--- src/rtl/fifo_stim_driver.sv ---
// Write-side traffic generator: pushes a programmed burst of patterned data
// words into a FIFO/LIFO write port, honouring the full flag and optional
// idle gaps between accepted writes.
//
// state  | meaning
// -------+--------------------------------------------------------------
// IDLE   | waiting for start; burst parameters latched on start
// PUSH   | offering a write every cycle full is low
// GAP    | idle cycles after an accepted write (gap_cnt counts down)
// DONE   | one-cycle end-of-burst pulse, then back to IDLE
module fifo_stim_driver #(
    parameter int DATA_W = 8,
    parameter int CNT_W  = 8,
    parameter int GAP_W  = 4
) (
    input  logic              clk,
    input  logic              rst,
    input  logic              start,
    input  logic [1:0]        mode,
    input  logic [DATA_W-1:0] seed,
    input  logic [CNT_W-1:0]  count,
    input  logic [GAP_W-1:0]  gap,
    input  logic              full,
    output logic              wr_en,
    output logic [DATA_W-1:0] wr_data,
    output logic              busy,
    output logic              done,
    output logic [CNT_W-1:0]  sent_cnt
);

    typedef enum logic [1:0] {
        S_IDLE = 2'd0,
        S_PUSH = 2'd1,
        S_GAP  = 2'd2,
        S_DONE = 2'd3
    } state_t;

    localparam logic [1:0] MODE_INC  = 2'd0;
    localparam logic [1:0] MODE_DEC  = 2'd1;
    localparam logic [1:0] MODE_LFSR = 2'd2;

    state_t             state, state_nx;
    logic [1:0]         mode_q, mode_nx;
    logic [CNT_W-1:0]   count_q, count_nx;
    logic [GAP_W-1:0]   gap_q, gap_nx;
    logic [GAP_W-1:0]   gap_cnt, gap_cnt_nx;
    logic [DATA_W-1:0]  wr_data_nx;
    logic [CNT_W-1:0]   sent_cnt_nx;

    // Pattern step; the LFSR taps assume an 8-bit data path
    // (x^8+x^6+x^5+x^4+1, shifting left, feedback into bit 0).
    function automatic logic [DATA_W-1:0] next_data(input logic [1:0]        m,
                                                    input logic [DATA_W-1:0] d);
        logic [DATA_W-1:0] r;
        r = d;
        case (m)
            MODE_INC:  r = d + DATA_W'(1);
            MODE_DEC:  r = d - DATA_W'(1);
            MODE_LFSR: r = {d[DATA_W-2:0], d[7] ^ d[5] ^ d[4] ^ d[3]};
            default:   r = d;
        endcase
        return r;
    endfunction

    // State and datapath registers with synchronous reset.
    always_ff @(posedge clk) begin
        if (rst) begin
            state    <= S_IDLE;
            mode_q   <= '0;
            count_q  <= '0;
            gap_q    <= '0;
            gap_cnt  <= '0;
            wr_data  <= '0;
            sent_cnt <= '0;
        end else begin
            state    <= state_nx;
            mode_q   <= mode_nx;
            count_q  <= count_nx;
            gap_q    <= gap_nx;
            gap_cnt  <= gap_cnt_nx;
            wr_data  <= wr_data_nx;
            sent_cnt <= sent_cnt_nx;
        end
    end

    // Next-state, datapath update and write strobe.
    always_comb begin
        state_nx    = state;
        mode_nx     = mode_q;
        count_nx    = count_q;
        gap_nx      = gap_q;
        gap_cnt_nx  = gap_cnt;
        wr_data_nx  = wr_data;
        sent_cnt_nx = sent_cnt;
        wr_en       = 1'b0;

        case (state)
            S_IDLE: begin
                if (start) begin
                    mode_nx     = mode;
                    count_nx    = count;
                    gap_nx      = gap;
                    sent_cnt_nx = '0;
                    // an all-zero LFSR state would lock up
                    if (mode == MODE_LFSR && seed == '0)
                        wr_data_nx = DATA_W'(1);
                    else
                        wr_data_nx = seed;
                    state_nx = (count == '0) ? S_DONE : S_PUSH;
                end
            end

            S_PUSH: begin
                if (!full) begin
                    wr_en       = 1'b1;
                    sent_cnt_nx = sent_cnt + CNT_W'(1);
                    wr_data_nx  = next_data(mode_q, wr_data);
                    if (sent_cnt == count_q - CNT_W'(1)) begin
                        state_nx = S_DONE;
                    end else if (gap_q != '0) begin
                        gap_cnt_nx = gap_q;
                        state_nx   = S_GAP;
                    end
                end
            end

            S_GAP: begin
                if (gap_cnt <= GAP_W'(1)) begin
                    gap_cnt_nx = '0;
                    state_nx   = S_PUSH;
                end else begin
                    gap_cnt_nx = gap_cnt - GAP_W'(1);
                end
            end

            S_DONE: begin
                state_nx = S_IDLE;
            end

            default: begin
                state_nx = S_IDLE;
            end
        endcase
    end

    assign busy = (state != S_IDLE);
    assign done = (state == S_DONE);

endmodule
--- config.mk ---
export PLATFORM = sky130hd
export DESIGN_NAME = fifo_stim_driver
export DESIGN_NICKNAME = d
export VERILOG_FILES = /design/src/rtl/fifo_stim_driver.sv
export SDC_FILE = /design/constraint.sdc
export NUM_CORES = 1
export LEC_CHECK = 0
export ABC_AREA = 1
export CAP_MARGIN = 20
export CORE_MARGIN = 8
export CORE_UTILIZATION = 57
export DETAILED_ROUTE_END_ITERATION = 6
export PLACE_DENSITY = 0.86
export REMOVE_ABC_BUFFERS = 1
export SLEW_MARGIN = 10
export SYNTH_ARGS = -nofsm -noshare
export SYNTH_HDL_FRONTEND = slang
export SYNTH_SLANG_ARGS = --single-unit
--- constraint.sdc ---
create_clock -name clk -period 4.53 [get_ports clk]
set_input_delay 0.6795 -clock clk [delete_from_list [all_inputs] [get_ports clk]]
set_output_delay 0.6795 -clock clk [all_outputs]
set_load 0.02 [all_outputs]
### Clock network drawn from the DEF

Bar = 20 µm.
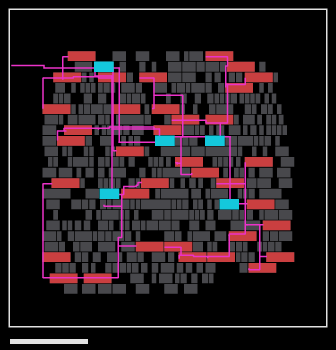
- red: flip-flops (count 36)
- cyan: clock-net drivers (count 5)
- magenta: clock wires (length 504 µm)
- routed clock nets: 6

### Where the registers sit

Bar = 20 µm. Other sequential cells in the stronger gray, the rest of the logic in the fainter gray.
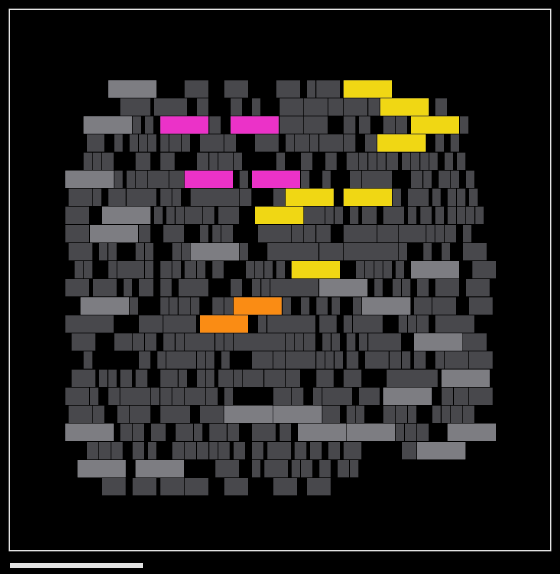
- magenta: `gap_q` (sequential cells 4; where top center)
- yellow: `count_q` (sequential cells 8)
- orange: `mode_q` (sequential cells 2)

### Routed metal, one color a layer

Bar = 20 µm. Two of the layers only.
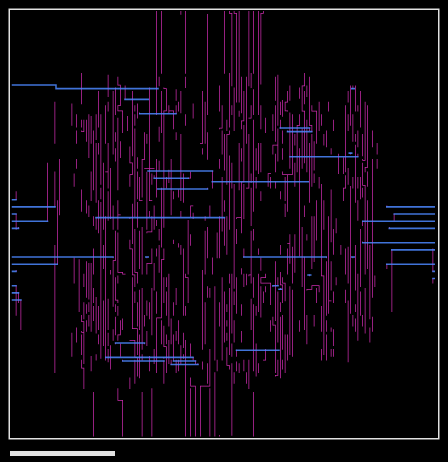
- blue: M3 (wire length 317 µm)
- magenta: M2 (wire length 2880 µm)

### Clock wiring as the flow saved it

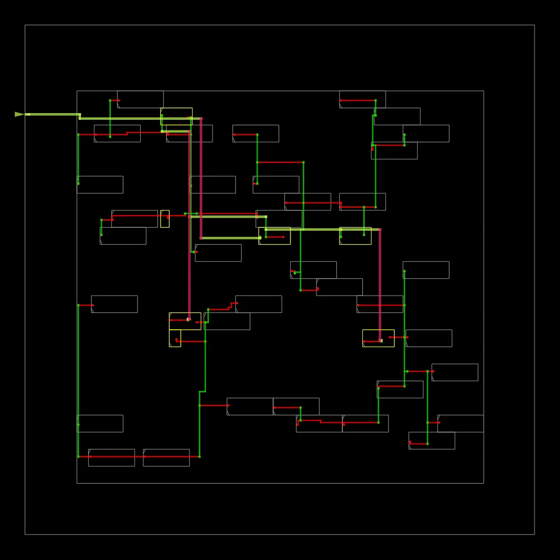
Post-Route Skew: 0.006052 ns
number of CTS-inserted buffers: 5
layout sequential cell count: 36
Sinks on Clock Net: 36
power consumed by the clock network: 0.219 mW

### Cell classes on the final placement

Fill, decap, tap and diode cells in gray.
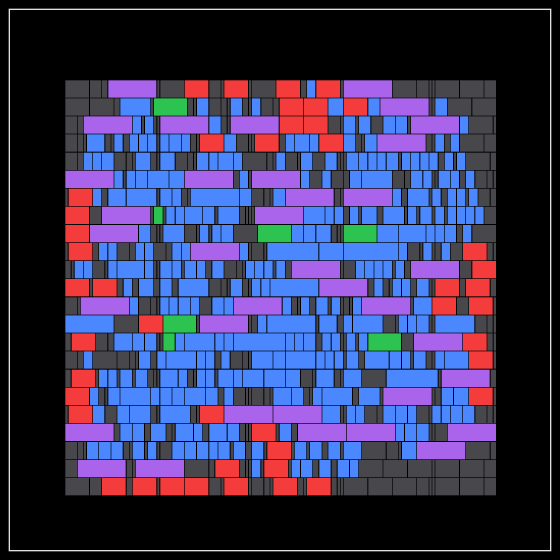
- blue: remaining logic cells (cells 298; share of their area 57%)
- purple: registers (cells 36; share of their area 25%)
- red: remaining buffers and delay cells (cells 44; share of their area 15%)
- green: clock drivers and dummy loads (cells 7; share of their area 2.7%)

==> run notes <==
fresh numbers from the pnr run: result of the run=completed, Post-CTS Resized=0, slew margin rel.=52.02%, clock root buffer=clkbuf_8, Critical Path Source Type=input pin, share of flip-flops with an asynchronous set or reset=0%, yosys cell count=~340, crit path kind=in2out, register-to-register path setup slack=2.06 ns, number of global-route vias before repair=around 2400, maximum clock frequency=361.5 MHz, overall fraction of global-route tracks in use=19.09%, buffers from clock root to sink, at most=2, accumulated negative setup slack=0 ns, Worst R2R Start=mode_q[0]$_SDFFE_PP0P_, FF-to-FF path depth=11, Commonest flop=dfxtp_1, Yosys cell types=41, die area=between 6000 and 7000 µm², die extent in x=just over 80 µm, final routed DRC violation total=0, worst setup timing slack at the placement stage=1.764 ns, cell count of the worst hold path=2, unrepaired setup endpoints after global routing=false, Post-DRT Antenna Nets=0, arrival time reported for the critical path endpoint=between 2 and 2.5 ns, CTS tree=yes, total instance count after detailed placement=428, min Tclk post-route=~2.8 ns, count of hold-fix buffers inserted at cts=0, global-route congestion overflow total=0, endpoint of the lowest-slack register-to-register path=wr_data[7]$_SDFFE_PP0P_, Ys Warns=0, Final Worst Setup Slack=around 1.8 ns, maximum number of pins on one net before global-route repair=28, transition time at the pin with the least slew margin=a little over 0.7 ns, DIE HEIGHT=about 81 µm, syn avg cell area=between 7 and 8 µm², Inserted Diodes=0, Flops after synth=36, proportion of power drawn by the clock network=between 10% and 20%, hold path start=gap_q[2]$_SDFFE_PP0P_, sequential fraction of the synthesis area=between 20% and 30%, number of setup violations in the final report=0, Clock Pin Slew Worst Setup and Hold Paths=0.07 ns, Floorplan Utilization=between 50% and 60%, H-tree levels=2, worst voltage drop across the vdd grid=just over 400 µV, instance count of the mapped netlist=around 340, NetSw=between 0.7 and 0.8 mW, # Max-Cap Violations=0, overall power of the completed layout=1.674 mW, Hold EP=gap_q[2]$_SDFFE_PP0P_, sw frac=a little under half, area of the synthesized netlist per yosys stat=around 2400 µm², relative contribution of combinational cells to total power=a little under three fifths, most common library cell in the layout ignoring fill and taps=nand2_1, # rows=23, power density over the cells=between 500 and 600 nW/µm², number of DRC violations after detailed-routing iteration 0=136, tool warnings=26, area of the core=between 4000 and 5000 µm², part of the total power dissipated in sequential elements=29.8%, vias=about 2400, input/output buffers=approximately 44, TritonRoute pass-1 iters=4, non-filler instance count after layout=around 440, Max Fanout on Critical Path=4, type of the tightest min-delay check=reg2reg, number of max-slew violations in the final report=0, number of flops mapped to enable cells by yosys=0, postcts setup bufs=0, combined area of all synthesized cells=roughly 2400 µm², final wirelength=approximately 5.9 mm, share of the clock period used by the worst path after layout=between 60 and 70%, clock latency at the later pin of the worst-skew pair=around 0.29 ns, first-pass GRT wire length=between 10 and 15 mm, share of post-route cells with drive strength above 1=around 8.6%, initial antenna violation count=0
==> per-stage QoR <==
step           hold WS, ns  instance area, µm²
3_5_place_dp        0.4644                2883
3_3_place_gp        0.4610                2883
5_1_grt             0.5077                2960
6_report            0.4730                2960
4_1_cts             0.4754                2960
2_1_floorplan       0.4459                2380
==> power by group through the flow <==
stage / clock, mW / sequential (mW) / combinational, mW
after floorplan: 0 / 0.524 / 0.666
after global placement: 0 / 0.502 / 0.913
after detailed placement: 0 / 0.505 / 0.949
after CTS: 0.224 / 0.499 / 0.958
after global routing: 0.237 / 0.512 / 1.07
final: 0.219 / 0.499 / 0.956
==> cells in the mapped netlist, drive strengths merged (2+ instances only) <==
| master | count | share of area (%) |
|---|---|---|
| a21oi | 40 | 8.3 |
| buf | 5 | 1.4 |
| clkbuf | 3 | 0.46 |
| dfxtp | 36 | 30 |
| ha | 10 | 5.2 |
| inv | 44 | 6.8 |
| nand2 | 63 | 10 |
| nand3 | 13 | 3.1 |
| nand3b | 4 | 1.2 |
| nand4 | 3 | 1.4 |
| nor2 | 47 | 9.9 |
| nor3 | 2 | 0.88 |
| nor4 | 4 | 1.7 |
| o211ai | 4 | 1.2 |
| o21ai | 36 | 7.6 |
| o21bai | 4 | 1.2 |
| o22ai | 3 | 0.77 |
| or2 | 2 | 0.52 |
| xnor2 | 6 | 2.2 |
| xor2 | 6 | 2.2 |
==> how the worst max path moves through the flow <==
stage	to	startpoint	depth (start not counted)	slack (ns)
6_report	wr_en	full	3	1.76
5_1_grt	wr_en	full	3	1.72
4_1_cts	wr_en	full	3	1.76
3_5_place_dp	wr_en	full	3	1.76
3_3_place_gp	wr_en	full	3	1.78
2_1_floorplan	wr_data[6]$_SDFFE_PP0P_	mode_q[0]$_SDFFE_PP0P_	13	2.50
==> critical path, stage by stage <==
cell,delay [ns]
clkdlybuf4s50_1,0.54
nor2_8,0.23
clkdlybuf4s50_1,0.64
==> metal layers <==
layer  up-vias  routed length [µm]  global-route usage [%]
met3        12                 316                   3.863
met2        61                2879                   33.68
met1      1076                2615                   22.36
met4         0                 110                   6.607
met5         -                   0                       0
li1       1216                   -                       -
==> sequential cells by signal, indices dropped and copies added, names as in the netlist <==
name	flops
count_q	8
gap_cnt	4
gap_q	4
mode_q	2
sent_cnt	8
state	2
wr_data	8
==> layout make-up <==
class,instances,area [µm²]
multi-input combinational,254,1494
fill,335,1097
sequential,36,720.7
timing repair buffer,44,440.4
inverter,44,165.2
clock buffer,6,72.57
tap,50,62.56
clock inverter,1,5.005
==> kinds of logic (layout without fill, tap and decap cells) <==
logic type | after synthesis | count (layout) | share of synthesized area, %
AND-OR/OR-AND | 91 | 91 | 21.21
XOR/XNOR | 13 | 13 | 5.263
adder cells (fa/ha/maj) | 11 | 11 | 5.986
buffers and inverters | 52 | 95 | 8.669
flip-flops | 36 | 36 | 29.72
AND/OR/NAND/NOR | 139 | 139 | 29.15
No activity file was given, so power comes from the tool's default toggle rates.
